Run 1, clock routing:
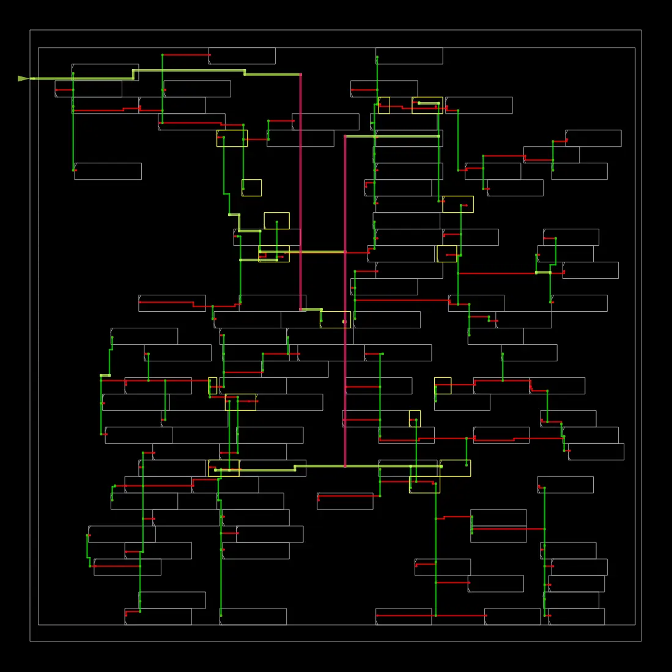
Run 1, met4 routing:
Scale bar: 20 µm.
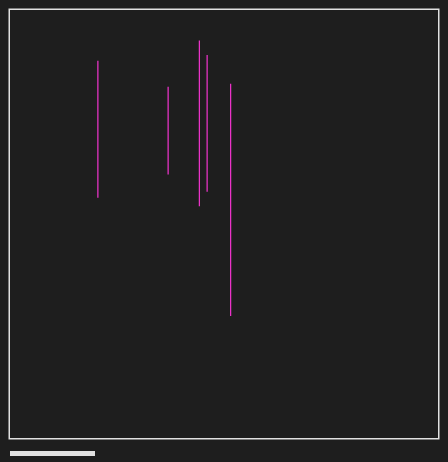
Run 1, drive-strength map:
Scale bar: 20 µm.
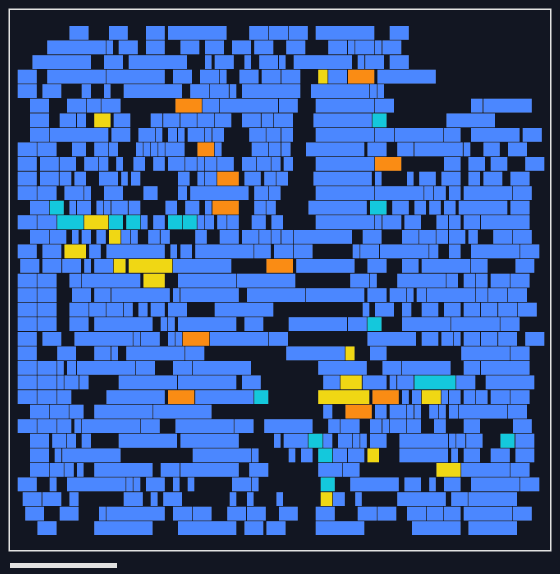
### config.mk
export PLATFORM = sky130hd
export DESIGN_NAME = rv_instr_encoder
export DESIGN_NICKNAME = d
export VERILOG_FILES = /design/src/rtl/rv_pkg.sv /design/src/rtl/rv_enc_fifo.sv /design/src/rtl/rv_instr_encoder.sv
export SDC_FILE = /design/constraint.sdc
export NUM_CORES = 1
export LEC_CHECK = 0
export CORE_UTILIZATION = 53
export DETAILED_ROUTE_END_ITERATION = 8
export PLACE_DENSITY = 0.89
export SLEW_MARGIN = 20
export SYNTH_ARGS = -nofsm -noshare
export SYNTH_HDL_FRONTEND = slang
export SYNTH_HIERARCHICAL = 1
export SYNTH_SLANG_ARGS = --single-unit
### constraint.sdc
create_clock -name clk -period 3.3 [get_ports clk]
set_input_delay 0.33 -clock clk [delete_from_list [all_inputs] [get_ports clk]]
set_output_delay 0.33 -clock clk [all_outputs]
set_load 0.02 [all_outputs]
### src/rtl/rv_pkg.sv
// Shared RV32I encoder definitions: instruction classes, opcodes and immediate limits.
package rv_pkg;

    typedef enum logic [3:0] {
        CLS_ALUREG = 4'd0,
        CLS_ALUIMM = 4'd1,
        CLS_LOAD   = 4'd2,
        CLS_STORE  = 4'd3,
        CLS_BRANCH = 4'd4,
        CLS_JAL    = 4'd5,
        CLS_JALR   = 4'd6,
        CLS_LUI    = 4'd7,
        CLS_AUIPC  = 4'd8,
        CLS_SYSTEM = 4'd9
    } instr_class_e;

    localparam logic [6:0] OPC_ALUREG = 7'b0110011;
    localparam logic [6:0] OPC_ALUIMM = 7'b0010011;
    localparam logic [6:0] OPC_LOAD   = 7'b0000011;
    localparam logic [6:0] OPC_STORE  = 7'b0100011;
    localparam logic [6:0] OPC_BRANCH = 7'b1100011;
    localparam logic [6:0] OPC_JAL    = 7'b1101111;
    localparam logic [6:0] OPC_JALR   = 7'b1100111;
    localparam logic [6:0] OPC_LUI    = 7'b0110111;
    localparam logic [6:0] OPC_AUIPC  = 7'b0010111;
    localparam logic [6:0] OPC_SYSTEM = 7'b1110011;

    localparam int IMM_I_MIN = -2048;
    localparam int IMM_I_MAX = 2047;
    localparam int IMM_B_MIN = -4096;
    localparam int IMM_B_MAX = 4094;
    localparam int IMM_J_MIN = -1048576;
    localparam int IMM_J_MAX = 1048574;

    function automatic logic imm_in_range(input logic [31:0] imm, input int lo, input int hi);
        return ($signed(imm) >= lo) && ($signed(imm) <= hi);
    endfunction

endpackage

### src/rtl/rv_enc_fifo.sv
// Synchronous FIFO buffering encoded words between the encoder and its consumer.
module rv_enc_fifo
    import rv_pkg::*;
#(
    parameter int DEPTH = 2,
    parameter int WIDTH = 33,
    localparam int PTR_W = $clog2(DEPTH),
    localparam int CNT_W = PTR_W + 1
) (
    input  logic             clk,
    input  logic             rst_n,
    input  logic             push,
    input  logic [WIDTH-1:0] push_data,
    input  logic             pop,
    output logic [WIDTH-1:0] pop_data,
    output logic [CNT_W-1:0] count
);

    logic [WIDTH-1:0] mem_q [DEPTH];
    logic [PTR_W-1:0] wr_ptr_q, wr_ptr_d;
    logic [PTR_W-1:0] rd_ptr_q, rd_ptr_d;
    logic [CNT_W-1:0] count_q, count_d;
    logic             do_push, do_pop;

    // NOTE: every always_comb output gets a default first so no path leaves it unassigned (no latch).
    always_comb begin
        do_push  = push && (count_q != CNT_W'(DEPTH));
        do_pop   = pop && (count_q != '0);
        wr_ptr_d = wr_ptr_q + PTR_W'(do_push);
        rd_ptr_d = rd_ptr_q + PTR_W'(do_pop);
        count_d  = count_q + CNT_W'(do_push) - CNT_W'(do_pop);
    end

    // NOTE: sequential state uses non-blocking assignments so every flop samples pre-edge values.
    always_ff @(posedge clk or negedge rst_n) begin
        if (!rst_n) begin
            wr_ptr_q <= '0;
            rd_ptr_q <= '0;
            count_q  <= '0;
        end else begin
            wr_ptr_q <= wr_ptr_d;
            rd_ptr_q <= rd_ptr_d;
            count_q  <= count_d;
        end
    end

    // NOTE: storage is deliberately not reset; the read port is gated to zero while empty instead.
    always_ff @(posedge clk) begin
        if (do_push) begin
            mem_q[wr_ptr_q] <= push_data;
        end
    end

    assign pop_data = (count_q != '0) ? mem_q[rd_ptr_q] : '0;
    assign count    = count_q;

endmodule

### src/rtl/rv_instr_encoder.sv
// Streaming RV32I instruction encoder with output FIFO and pop counter.
// Define ENC_RANGE_CHECK_EN to flag descriptors whose fields do not fit the format.
module rv_instr_encoder
    import rv_pkg::*;
#(
    parameter int FIFO_DEPTH = 2,
    parameter int CNT_W      = 32
) (
    input  logic             clk,
    input  logic             rst_n,
    input  logic             in_valid,
    output logic             in_ready,
    input  logic [3:0]       in_class,
    input  logic [4:0]       in_rd,
    input  logic [4:0]       in_rs1,
    input  logic [4:0]       in_rs2,
    input  logic [2:0]       in_funct3,
    input  logic [6:0]       in_funct7,
    input  logic [31:0]      in_imm,
    output logic             out_valid,
    input  logic             out_ready,
    output logic [31:0]      out_instr,
    output logic             out_err,
    output logic [CNT_W-1:0] enc_count
);

    localparam int FIFO_CNT_W = $clog2(FIFO_DEPTH) + 1;

    function automatic logic [31:0] encode_word(
        input logic [3:0]  cls,
        input logic [4:0]  rd,
        input logic [4:0]  rs1,
        input logic [4:0]  rs2,
        input logic [2:0]  f3,
        input logic [6:0]  f7,
        input logic [31:0] imm
    );
        logic [31:0] w;
        logic [11:0] i_imm;
        w     = '0;
        i_imm = imm[11:0];
        case (cls)
            CLS_ALUREG: w = {f7, rs2, rs1, f3, rd, OPC_ALUREG};
            CLS_ALUIMM: begin
                // Shifts carry shamt in imm[4:0]; the upper seven bits select logical vs arithmetic.
                if (f3 == 3'b001)      i_imm = {7'b0000000, imm[4:0]};
                else if (f3 == 3'b101) i_imm = {f7, imm[4:0]};
                w = {i_imm, rs1, f3, rd, OPC_ALUIMM};
            end
            CLS_LOAD:   w = {imm[11:0], rs1, f3, rd, OPC_LOAD};
            CLS_JALR:   w = {imm[11:0], rs1, 3'b000, rd, OPC_JALR};
            CLS_SYSTEM: w = {imm[11:0], rs1, f3, rd, OPC_SYSTEM};
            CLS_STORE:  w = {imm[11:5], rs2, rs1, f3, imm[4:0], OPC_STORE};
            CLS_BRANCH: w = {imm[12], imm[10:5], rs2, rs1, f3, imm[4:1], imm[11], OPC_BRANCH};
            CLS_LUI:    w = {imm[31:12], rd, OPC_LUI};
            CLS_AUIPC:  w = {imm[31:12], rd, OPC_AUIPC};
            CLS_JAL:    w = {imm[20], imm[10:1], imm[11], imm[19:12], rd, OPC_JAL};
            default:    w = '0;
        endcase
        return w;
    endfunction

`ifdef ENC_RANGE_CHECK_EN
    function automatic logic range_err(
        input logic [3:0]  cls,
        input logic [2:0]  f3,
        input logic [6:0]  f7,
        input logic [31:0] imm
    );
        logic err;
        err = 1'b0;
        case (cls)
            CLS_ALUIMM: begin
                if (f3 == 3'b001 || f3 == 3'b101) begin
                    err = (imm[31:5] != '0) ||
                          ((f3 == 3'b101) && (f7 != 7'h00) && (f7 != 7'h20));
                end else begin
                    err = !imm_in_range(imm, IMM_I_MIN, IMM_I_MAX);
                end
            end
            CLS_LOAD, CLS_JALR, CLS_SYSTEM, CLS_STORE:
                err = !imm_in_range(imm, IMM_I_MIN, IMM_I_MAX);
            CLS_BRANCH: err = !imm_in_range(imm, IMM_B_MIN, IMM_B_MAX) || imm[0];
            CLS_JAL:    err = !imm_in_range(imm, IMM_J_MIN, IMM_J_MAX) || imm[0];
            CLS_LUI, CLS_AUIPC: err = (imm[11:0] != '0);
            CLS_ALUREG: err = 1'b0;
            default:    err = 1'b1;
        endcase
        return err;
    endfunction

    localparam int DATA_W = 33;
`else
    localparam int DATA_W = 32;
`endif

    logic [31:0]           enc_word;
    logic [DATA_W-1:0]     push_data, pop_data;
    logic [FIFO_CNT_W-1:0] fifo_count;
    logic                  push, pop;
    logic [CNT_W-1:0]      enc_count_q, enc_count_d;

    always_comb begin
        enc_word = encode_word(in_class, in_rd, in_rs1, in_rs2, in_funct3, in_funct7, in_imm);
`ifdef ENC_RANGE_CHECK_EN
        push_data = {range_err(in_class, in_funct3, in_funct7, in_imm), enc_word};
`else
        push_data = enc_word;
`endif
    end

    assign in_ready  = (fifo_count < FIFO_CNT_W'(FIFO_DEPTH));
    assign out_valid = (fifo_count != '0);
    assign push      = in_valid && in_ready;
    assign pop       = out_valid && out_ready;
    assign out_instr = pop_data[31:0];
`ifdef ENC_RANGE_CHECK_EN
    assign out_err   = pop_data[32];
`else
    assign out_err   = 1'b0;
`endif

    rv_enc_fifo #(
        .DEPTH (FIFO_DEPTH),
        .WIDTH (DATA_W)
    ) u_fifo (
        .clk       (clk),
        .rst_n     (rst_n),
        .push      (push),
        .push_data (push_data),
        .pop       (pop),
        .pop_data  (pop_data),
        .count     (fifo_count)
    );

    always_comb begin
        enc_count_d = enc_count_q;
        if (pop) begin
            enc_count_d = enc_count_q + {{(CNT_W-1){1'b0}}, 1'b1};
        end
    end

    always_ff @(posedge clk or negedge rst_n) begin
        if (!rst_n) begin
            enc_count_q <= '0;
        end else begin
            enc_count_q <= enc_count_d;
        end
    end

    assign enc_count = enc_count_q;

endmodule

==> results_dict.tcl, run 1 <==
# collected from the flow reports
set metrics [dict create \
    status "complete, no violations" \
    ys.flops 100 \
    synth.distinct_cells 58 \
    grt_pass1_wl_mm 18.93 \
    hpwl_mm 8.909 \
    tool_warnings 26 \
    ys_seq_share 0.5452 \
    place_ws_ns 0.7803 \
    routed-via-count 4132 \
    die-area_um2 10170 \
    design.core.area_um2 9371 \
    nets 639 \
    arrival_ns 2.25 \
    gp_congestion 0.9408 \
    num_rows 35 \
    cp_max_fo 18 \
    grt_pass1_vias 3878 \
    r2r_slack_ns 1.23 \
    post-route-period-util 0.7825 \
    ant_nets 0 \
    rsz0062_at_grt "false" \
    hold_path_class "primary input to asynchronous set/reset pin" \
    report.final.setup_viol 0 \
    grt_antenna_before_repair 0 \
    drive_gt1_frac 0.07118 \
    fin_setup_tns_ns 0 \
    yosys_warnings 6 \
    fin_ws_ns 0.7177 \
    h-tree-depth 3 \
    startpoint_type "flip-flop" \
    met1_usage 0.3130 \
    drt-pass1-iter-count 5 \
    simple_gate_area_frac 0.1455 \
    synth.avg_cell_area_um2 11.58 \
    grtUsageTotal 0.2446 \
    mux_area_frac 0.07661 \
    yosys.area_share.adder 0.007250 \
    slew_headroom 0.4884 \
    fp.dieW_um 100.8 \
    areaGrowthSynthToFinish_pct 29.97 \
    io_pins 132 \
    worst-setup-path-type "flip-flop to output port" \
    cts.clk_slew.worst_paths_ns 0.10 \
    yosys_area_um2 5177 \
    max_slew.worst_pin.slew_ns 0.7646 \
    synth_async_sr_flop_share 0.3600 \
    clock.latency.late_pin_ns 0.36 \
    use_met2 0.4226 \
    reg2reg_depth 4 \
    netlist_area_um2 5177 \
    peakVddDrop_v 0.0004034 \
    min_period_ns 2.582 \
    ff_type "edfxtp_1" \
    drtIter0Drc 214 \
    drc 0 \
    via_per_inst 5.861 \
    crit_required_ns 2.97 \
    crit_path_end_kind "output port" \
    power_mw 4.400 \
    hold_viol 0 \
    synthTopCellsByArea "edfxtp_1 (37%), dfrtp_1 (17%), mux2i_1 (6.6%)" \
    rr_endpoint "u_fifo/mem_q[0][31]" \
    fp_util 0.5525 \
    xor_share 0.05752 \
    yosys-stat-cells 447 \
    p_leak_nw 2.577 \
    largest_area_cell "edfxtp_1" \
    routedWlPerCell_um 17.15 \
    synthAoiAreaFrac 0.1247 \
    drv_cap 0 \
    top_logic_kind "simple AND/OR/NAND/NOR gates" \
    maxSlewViolCount 0 \
]
Back to the opening pictures, 'clock routing':
Clock Skews: 0.01292 ns
TritonCTS Buffers: 9
clk_buf instances: 9
Flop Count: 100
CTS Sinks: 100

Back to the opening pictures, 'met4 routing':
wire length on this layer: 178 µm
nets with wire on the layer: 5
longest straight run: 54.4 µm
main direction: vertical

Back to the opening pictures, 'drive-strength map':
legend:
  orange:
    size: drive 6 and up
    cells: 11
    share: 1.9%
    most_used: clkbuf_8
  blue:
    size: drive 1 or less
    cells: 535
    share: 93%
    most_used: clkdlybuf4s50_1
  cyan:
    size: drive 3 to 4
    cells: 15
    share: 2.6%
    most_used: buf_4
  yellow:
    size: drive 2
    cells: 15
    share: 2.6%
    most_used: mux2_2

==> run 1: layer usage <==
layer  share of wire  routed length [µm]
met1            0.40                4857
met2            0.50                6078
met3           0.081                 980
met4           0.015                 177
met5               0                   0
==> run 1: flip-flops by register name, summed over array words and instances, names as in the netlist <==
| signal | count |
|---|---|
| enc_count | 32 |
| u_fifo/count | 2 |
| u_fifo/mem_q | 64 |
| u_fifo/rd_ptr_q | 1 |
| u_fifo/wr_ptr_q | 1 |
==> run 1: worst max-delay path by stage <==
stage / from / endpoint / slack, ns / cells past startpoint
after floorplan: u_fifo/count[1] / u_fifo/mem_q[0][0] / 1.10 / 3
after global placement: in_class[0] / u_fifo/mem_q[0][27] / 0.90 / 5
after detailed placement: in_class[2] / u_fifo/mem_q[1][22] / 0.78 / 5
after global routing: u_fifo/rd_ptr_q / out_instr[28] / 0.61 / 4
final: u_fifo/rd_ptr_q / out_instr[28] / 0.72 / 4
after CTS: u_fifo/rd_ptr_q / out_instr[28] / 0.69 / 4
==> run 1: placed cells by master (no fill, tap or decap), types with 7 or more instances in the layout <==
| cell type | n |
|---|---|
| nand3_1 | 9 |
| a22oi_1 | 16 |
| edfxtp_1 | 64 |
| xnor2_1 | 30 |
| clkbuf_8 | 9 |
| o22ai_1 | 8 |
| nor3_1 | 8 |
| o21ai_0 | 9 |
| nand4_1 | 13 |
| nor2b_1 | 12 |
| nand2_1 | 24 |
| a22o_1 | 7 |
| clkdlybuf4s50_1 | 130 |
| a221oi_1 | 7 |
| buf_4 | 11 |
| mux2i_1 | 34 |
| a21oi_1 | 11 |
| nor2_1 | 44 |
| and2_1 | 9 |
| dfrtp_1 | 35 |
| inv_1 | 12 |
==> run 1: power by group <==
part	switching, mW	leakage (nW)	total (mW)	internal (mW)
Combinational	1.03	1.41	1.91	0.878
Sequential	0.178	1.08	1.78	1.61
Clock	0.427	0.0851	0.705	0.278
Total	1.64	2.58	4.40	2.76
==> run 1: stage by stage <==
stage | hold slack (ns) | cells | util | area [µm²]
finish | 0.3748 | 705 | 0.7180 | 6729
detailed placement | 0.4818 | 689 | 0.6995 | 6555
CTS | 0.3709 | 705 | 0.7180 | 6729
global route | 0.3945 | 705 | 0.7180 | 6729
global placement | 0.4604 | 689 | 0.6995 | 6555
floorplan | 0.03441 | 447 | - | 5177
==> run 1: worst max-delay path, cell delays in order (launching register included) <==
cell and delay, ns:
dfrtp_2 0.70, buf_4 0.30, mux2i_1 0.10, nor2_1 0.15, clkdlybuf4s50_1 0.63
==> run 1: area by class of cell <==
type | instances | area (µm²)
multi-input combinational | 306 | 2137
sequential | 100 | 2824
tap | 129 | 161.4
fill | 688 | 2643
clock buffer | 9 | 123.9
clock inverter | 7 | 50.05
inverter | 13 | 48.80
timing repair buffer | 141 | 1384
==> run 1: synthesized netlist by cell type (all sizes together), types with 3 or more instances <==
cell type,instances
mux2,3
a221o,3
a222oi,4
a21oi,11
nand3,9
edfxtp,64
xnor2,30
nor2b,12
inv,12
clkbuf,6
dfrtp,36
nor3,9
a22o,7
a22oi,16
nand4,14
nand2,25
xor2,4
and4,4
a31oi,5
and2,9
nor2,45
o21ai,9
o22ai,8
a221oi,7
a2bb2oi,5
and3,5
mux2i,34
ha,3
buf,22
==> inputs of run 2 (changes only) <==
--- a/config.mk
+++ b/config.mk
@@ -5,9 +5,9 @@
 export SDC_FILE = /design/constraint.sdc
 export NUM_CORES = 1
 export LEC_CHECK = 0
-export CORE_UTILIZATION = 53
+export CORE_UTILIZATION = 50
 export DETAILED_ROUTE_END_ITERATION = 8
-export PLACE_DENSITY = 0.89
+export PLACE_DENSITY = 0.84
 export SLEW_MARGIN = 20
 export SYNTH_ARGS = -nofsm -noshare
 export SYNTH_HDL_FRONTEND = slang
==> constraint.sdc (replaced) <==
create_clock -name clk -period 2.7 [get_ports clk]
set_input_delay 0.27 -clock clk [delete_from_list [all_inputs] [get_ports clk]]
set_output_delay 0.27 -clock clk [all_outputs]
set_load 0.02 [all_outputs]
Run 2, drive-strength map:
Scale bar: 20 µm.
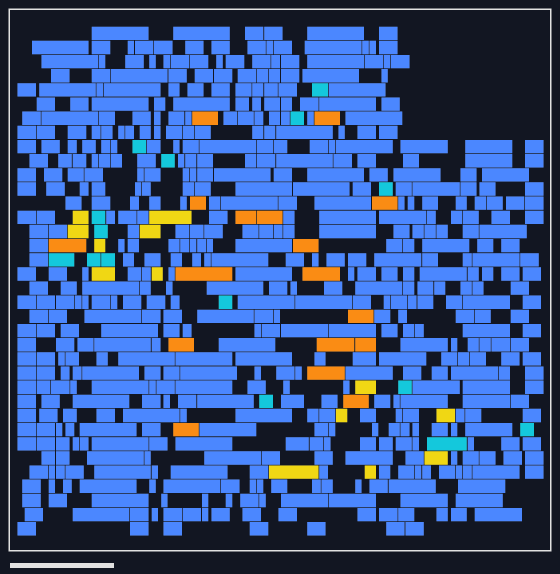
legend:
  cyan:
    size: drive 3 to 4
    cells: 15
    share: 2.6%
    most_used: buf_4
  yellow:
    size: drive 2
    cells: 13
    share: 2.2%
    most_used: mux2_2
  blue:
    size: drive 1 or less
    cells: 535
    share: 92%
    most_used: clkdlybuf4s50_1
  orange:
    size: drive 6 and up
    cells: 17
    share: 2.9%
    most_used: clkbuf_8

Run 2, pin placement:
Pins as bars across the die edge, other pins in grey.
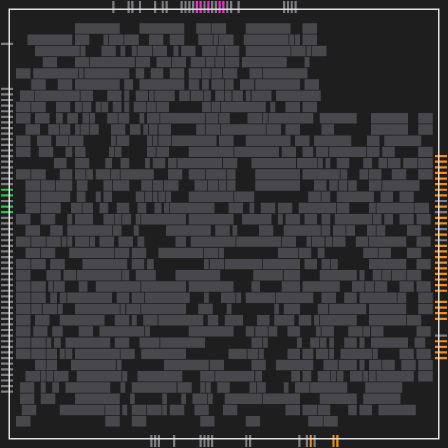
legend:
  orange:
    port: `enc_count`
    pins: 32
    direction: output
    edge: 29 right, 3 bottom
  magenta:
    port: `in_rs1`
    pins: 5
    direction: input
    edge: top
  green:
    port: `in_class`
    pins: 4
    direction: input
    edge: left
all pins by edge: 56 left, 34 right, 26 top, 16 bottom
I/O Buffers: 130
chip height: 103.8 µm
Die Wd: 103.8 µm

==> run 2 against run 1 <==
Combinational power increased by 28%. Non-clock buffer count is 4 higher. Critical path depth stayed put. Routed wire length hardly changed. Synthesized cell count stayed put. Utilization shrank 2.7 points. Area after synthesis is the same. Die size rose by 5.9%. Critical endpoint is now out_instr[6]. Highest routed layer unchanged.
==> results_dict.tcl, run 2 <==
# collected from the flow reports
set metrics [dict create \
    yosys_area_um2 5177 \
    yosys.area_share.adder 0.007250 \
    maxSlewViolCount 0 \
    power_switching_share 0.3643 \
    lay_top_count "clkdlybuf4s50_1" \
    ys_seq_share 0.5452 \
    p_int_mw 3.541 \
    via_per_inst 5.763 \
    seqCellArea_um2 2824 \
    netlist_area_um2 5177 \
    synth.distinct_cells 58 \
    design.core.area_um2 9910 \
    slew_headroom 0.5480 \
    min_period_ns 2.471 \
    startpoint "u_fifo/count[1]" \
    hpwl_mm 8.930 \
    worst-setup-path-type "flip-flop to output port" \
    synthTopCellsByArea "edfxtp_1 (37%), dfrtp_1 (17%), mux2i_1 (6.6%)" \
    routedWlPerCell_um 16.95 \
    h-tree-depth 3 \
    status "complete, no violations" \
    peakVddDrop_v 0.0003771 \
    synth_async_sr_flop_share 0.3600 \
    top_register "u_fifo/mem_q" \
    gp_congestion 0.9113 \
    grt_pass1_vias 3919 \
    power_mw 5.571 \
    cts_made_buffers 9 \
    rr_endpoint "u_fifo/mem_q[0][11]" \
    ant_nets 0 \
    ys.flops 100 \
    xor_share 0.05752 \
    p_comb_frac 0.438 \
    routed-via-count 4109 \
    r2r_slack_ns 0.79 \
    drt-pass1-iter-count 6 \
    lay_top_cells "clkdlybuf4s50_1 (130), edfxtp_1 (64), nor2_1 (44)" \
    fin_setup_tns_ns 0 \
    areaGrowthSynthToFinish_pct 32.21 \
    p_switching_mw 2.030 \
    largest_area_cell "edfxtp_1" \
    grtUsageTotal 0.2271 \
    startpoint_type "flip-flop" \
    ff_type "edfxtp_1" \
    post-route-period-util 0.9153 \
    hold_path_class "primary input to asynchronous set/reset pin" \
    cts.clk_slew.worst_paths_ns 0.10 \
    fp_util 0.5225 \
    whs_ns 0.3240 \
    pwr-share-seq 0.387 \
    clkPwrFrac 0.175 \
    nets 643 \
    drive_gt1_frac 0.07759 \
    max_slew.worst_pin.slew_ns 0.6743 \
    crit_end "out_instr[6]" \
    yosys-stat-cells 447 \
    synth.avg_cell_area_um2 11.58 \
    reg2reg_depth 4 \
    drv_cap 0 \
    most_common_cell "edfxtp_1" \
    crit_path_end_kind "output port" \
    fillCellCount 737 \
    synthAoiAreaFrac 0.1247 \
    r2r_start "u_fifo/count[1]" \
    common_cells "edfxtp_1 (64), nor2_1 (45), dfrtp_1 (36)" \
    fin_cells 713 \
    rsz0062_at_grt "false" \
    io_pins 132 \
    largest_register_ffs 64 \
    tool_warnings 27 \
    yosys_warnings 6 \
    die-area_um2 10770 \
    mux_area_frac 0.07661 \
    simple_gate_area_frac 0.1455 \
    top_logic_kind "simple AND/OR/NAND/NOR gates" \
    report.final.setup_viol 0 \
    drc 0 \
    p_leak_nw 2.629 \
    num_rows 36 \
    grt_pass1_wl_mm 19.26 \
    cp_max_fo 11 \
    cts.sinks 100 \
    hold_viol 0 \
    grt_antenna_before_repair 0 \
]
Run 2, clock routing:
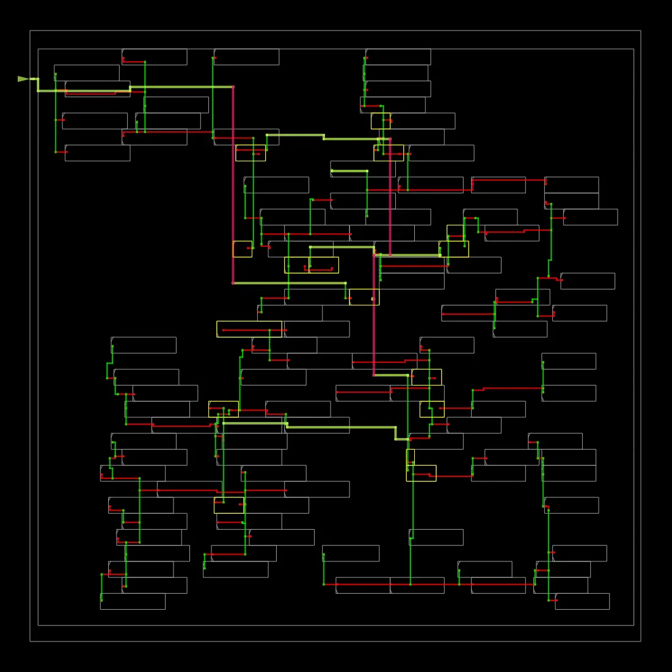
Late-Pin Clk Latency: 0.36 ns
Clock net power: 0.975 mW
Clock Skews: 0.007182 ns

run 2: how the worst min path moves through the flow:
stage | to | slack [ns]
final | enc_count[11] | 0.32
after global routing | enc_count[11] | 0.34
after CTS | enc_count[11] | 0.32
after detailed placement | enc_count[31] | 0.48
after global placement | enc_count[31] | 0.46
after floorplan | enc_count[0] | -0.03
run 2: power groups by stage:
stage	clock network (mW)	registers [mW]	logic, mW
finish	0.975	2.16	2.44
global route	1.05	2.19	2.60
CTS	0.991	2.16	2.46
detailed placement	0	2.19	2.45
global placement	0	2.17	2.40
floorplan	0	2.16	1.37
run 2: cell type report:
class,instances,share of cell area
clock buffer,9,0.01810
clock inverter,7,0.01188
inverter,13,0.007128
multi-input combinational,306,0.3122
sequential,100,0.4125
tap,133,0.02431
timing repair buffer,145,0.2139
run 2: logic make-up (layout without fill, tap and decap cells):
group | after synthesis | in the layout
simple gates | 143 | 143
buf+inv | 41 | 174
compound gates | 87 | 87
other cells | 1 | 1
mux | 38 | 38
fa+ha+maj | 3 | 3
xor+xnor | 34 | 34
flops | 100 | 100
run 2: layer usage:
metal | track usage | vias up | wire [µm]
met5 | 0 | - | 0
met4 | 0.07449 | 0 | 221
met3 | 0.04909 | 23 | 954
met2 | 0.3763 | 225 | 5819
met1 | 0.2975 | 1938 | 5086
li1 | - | 1923 | -
run 2: critical path, stage by stage, from the launching register on:
cell	delay, ns
dfrtp_1	0.50
nor2_2	0.44
buf_4	0.27
nor2_1	0.07
clkdlybuf4s50_1	0.56
run 2: through the flow:
stage / area (µm²) / utilization / worst slack, ns
2_1_floorplan: 5177 / - / 0.4962
3_3_place_gp: 6640 / 0.6701 / 0.5142
3_5_place_dp: 6640 / 0.6701 / 0.4022
4_1_cts: 6845 / 0.6908 / 0.1827
5_1_grt: 6845 / 0.6908 / 0.01588
6_report: 6845 / 0.6908 / 0.2288
No activity file was given, so power comes from the tool's default toggle rates.
